met1.png
The bar under the picture is 20 microns long. Supply wires on this layer in gray.
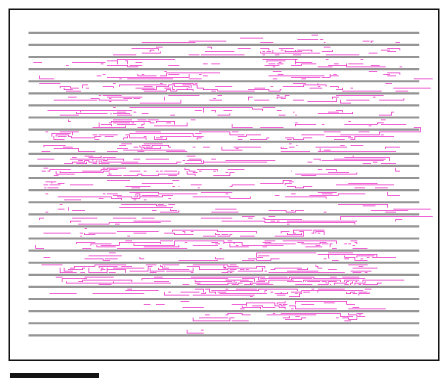
zoom.png
The bar under the picture is 10 microns long. Window x 52 to 92, y 0 to 40 microns. Cells in gray, sequential cells in the stronger gray; small squares are vias.
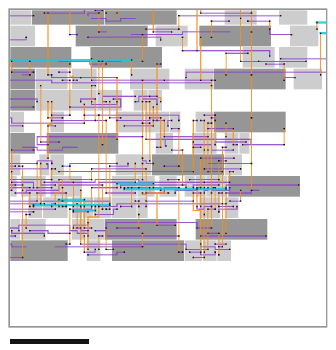
==> config.mk <==
export PLATFORM = sky130hd
export DESIGN_NAME = alu_input_encoder
export DESIGN_NICKNAME = d
export VERILOG_FILES = /design/src/rtl/alu_input_encoder.sv
export SDC_FILE = /design/constraint.sdc
export NUM_CORES = 1
export LEC_CHECK = 0
export CORE_ASPECT_RATIO = 0.8
export CORE_MARGIN = 4
export CORE_UTILIZATION = 49
export DETAILED_ROUTE_END_ITERATION = 7
export PLACE_DENSITY_LB_ADDON = 0.2
export SYNTH_ARGS = -nofsm -noshare
export SYNTH_HDL_FRONTEND = slang
export SYNTH_SLANG_ARGS = --single-unit
export TNS_END_PERCENT = 100
==> constraint.sdc <==
create_clock -name CLK100MHZ -period 4.4 [get_ports CLK100MHZ]
set_input_delay 0.88 -clock CLK100MHZ [delete_from_list [all_inputs] [get_ports CLK100MHZ]]
set_output_delay 0.88 -clock CLK100MHZ [all_outputs]
set_load 0.02 [all_outputs]
==> results_slide.txt <==
Synthesis and Place & Route Summary

Outcome
  • Status: finished, final reports clean

Final layout
  • Number of clock buffers in the layout: 10
  • Largest cell class by area: registers
  • Area of all placed cells without fillers: approximately 0.0035 sq mm
  • Area growth syn-to-layout: 15.75%
  • Number of inserted filler cells in the final layout: approximately 500
  • Combinational Area: approximately 0.0014 sq mm
  • Sequential cell count: ~64
  • Final Net Count: approximately 330
  • Number of non-clock inverters: 12
  • Layout cells sized above 1: 0.1167
  • Most common library cell in the layout ignoring fill and taps: dfrtp_1
  • Clock tree cell share of total cell area: 0.04536
  • Sequential cell area: about 0.0016 sq mm
  • Core Util, Final: 0.5910
  • Antenna fix cells: 0
  • Combinational fraction of the cell area: 0.3923

Critical path
  • Number of cells traversed by the worst register-to-register path: 4
  • Crit. path cell count: 1
  • Worst endpoint required time: roughly 3.5 ns
  • Delay of the slowest critical-path stage: between 0.6 and 0.7 ns
  • Crit end category: output port
  • Critical path data arrival time: 1.44 ns
  • Maximum fanout count along the critical path: 7
  • Ordered cell list for the critical path: clkdlybuf4s50_1
  • Register-to-Register Setup Slack: 2.41 ns
  • Total buffers and inverters traversed by the critical path: 1
  • Cell family with the largest share of critical-path delay: buffers and inverters

Detailed routing
  • Length of routed met2 wiring: between 2 and 2.5 mm
  • Drt first-iter violations: about 110
  • Number of nets still failing antenna checks after routing: 0
  • DRT Pass-1 Iters: 4
  • Residual DRC: 0
  • DR WL/cell: 13.94 microns
  • Highest routed layer: met4
  • DR WL met3: between 200 and 300 microns

Final timing
  • Time the worst path needs with I/O delays and setup: 2.318 ns
  • Final worst path period share: 0.5269
  • Sum Neg Setup Slack: 0 ns
  • Number of endpoints with negative hold slack in the final report: 0
  • Slew at the pin closest to its max-slew limit: 0.9258 ns
  • Setup repair after global routing missed its margin: no
  • Final setup slack of the worst path: about 2.1 ns
  • Final-report setup violation count: 0

Power
  • Switching Share: 0.2319
  • Cell-internal power: about 0.84 mW
  • Max IR drop VDD: ~190 uV
  • Reported net switching power: between 0.2 and 0.3 mW
  • Leak Pwr: between 1 and 1.5 nW
  • Fraction of power consumed by combinational cells: 0.057
  • Clock power frac: 0.384
  • Pwr/cell area: ~310 mW/mm^2

GRT
  • Number of antenna violations at the first check in global routing: 0
  • Met3 layer usage reported by global route: 0.05556
  • GRT busiest layer: met2
  • Grt met2 use: 0.2391
  • All-Layer GR Usage: 0.1613
  • First-pass GRT wire length: 9.549 mm
  • Number of global-route vias before repair: 2036
  • Remaining global-route overflow: 0

Clock tree
  • TritonCTS sink count: around 64
  • Cell resize tally after clock tree synthesis: 0
  • CTS tree: done
  • Clock transition at the register clock pins on the worst setup and hold paths after CTS: around 0.07 ns
  • Maximum clock path buffer count: 2
  • H-tree depth: 3
  • Number of buffers created by CTS: 9

Synthesis
  • Cell variety after synth: 33
  • Yosys Chip Area: roughly 0.0031 sq mm
  • Part of the Yosys area used for sequential elements: 0.5250
  • Post-Synthesis Cells: between 200 and 300
  • Most frequently used flop master after synthesis: dfrtp_1
  • Post-synthesis cell count from yosys: 283
  • Post-Syn Area per Cell: 10.78 sq um
  • Post-synthesis cell area: 0.003050 sq mm
  • Net Count, Synth: ~300

Die
  • Row cnt: 25
  • Total die area: about 0.0076 sq mm
  • Pre-Place Util: 0.5106
  • Floorplan core area: between 0.005 and 0.006 sq mm
  • IO Count: 24
  • TAP cells: just over 80

Placement
  • Placer Congestion: around 0.75
  • Worst slack, placed: 2.072 ns
  • Placed wire-length estimate after detailed placement: 3.878 mm
  • Count of input and output buffers: 23

Run
  • Max-cap viol count: 0
  • Number of warnings the tools reported: 33

Min path
  • Number of instances on the worst hold path: 0
## Picture notes: met1.png
wire length on this layer = 2840 microns
nets with wire on the layer = 299
met1 usage in global routing: 0.2266
total routed wirelength: 5.547 mm
total vias in the final route: 2141

## Picture notes: zoom.png
met2 -> orange
met3 -> cyan
met1 -> purple
most frequent = dfrtp_1 (15)
sequential cells in the window = 15
cells with their middle in the window = 72

-- power groups by stage --
stage | registers, mW | clock network (mW) | logic, mW
after floorplan | 0.625 | 0 | 0.0286
after global placement | 0.619 | 0 | 0.0625
after detailed placement | 0.620 | 0 | 0.0633
after CTS | 0.608 | 0.431 | 0.0636
after global routing | 0.610 | 0.456 | 0.0695
final | 0.608 | 0.419 | 0.0617
-- stage by stage --
stage               std cells  hold WS, ns
floorplan                 283       0.3312
global placement          384       0.3356
detailed placement        384       0.3459
CTS                       398       0.3554
global route              398       0.3580
finish                    398       0.3531
-- synth_stat cells (all sizes together), types with 3 or more instances --
cell type | n | area [sq um]
nand3 | 15 | 87.59
o21ai | 10 | 50.05
dfrtp | 64 | 1602
nor3 | 6 | 30.03
buf | 3 | 15.01
and3 | 6 | 37.54
o31ai | 4 | 57.55
nor2 | 32 | 120.1
nand2 | 19 | 71.32
and2 | 3 | 18.77
mux2 | 14 | 157.7
nand4 | 11 | 75.07
inv | 12 | 45.04
nand2b | 3 | 18.77
nor4 | 6 | 43.79
ha | 11 | 137.6
or3 | 9 | 61.31
a21oi | 15 | 75.07
xor2 | 13 | 113.9
xnor2 | 13 | 113.9
and4 | 4 | 35.03
-- worst reg2reg max path, stage by stage (launching register included) --
cell and delay (ns):
dfrtp_1 0.43, and4_1 0.37, nand2_1 0.18, o31ai_4 0.73, nor2_1 0.14
-- logic make-up after synthesis --
logic type	after synthesis	share of synthesized area
and+or+nand+nor	120	0.2133
DFF	64	0.5250
AOI/OAI and AO/OA	30	0.06276
xor gates and xnor gates	26	0.07465
buffers and inverters	16	0.02092
muxes	16	0.05824
adders and majority gates	11	0.04512
No activity file was given, so power comes from the tool's default toggle rates.
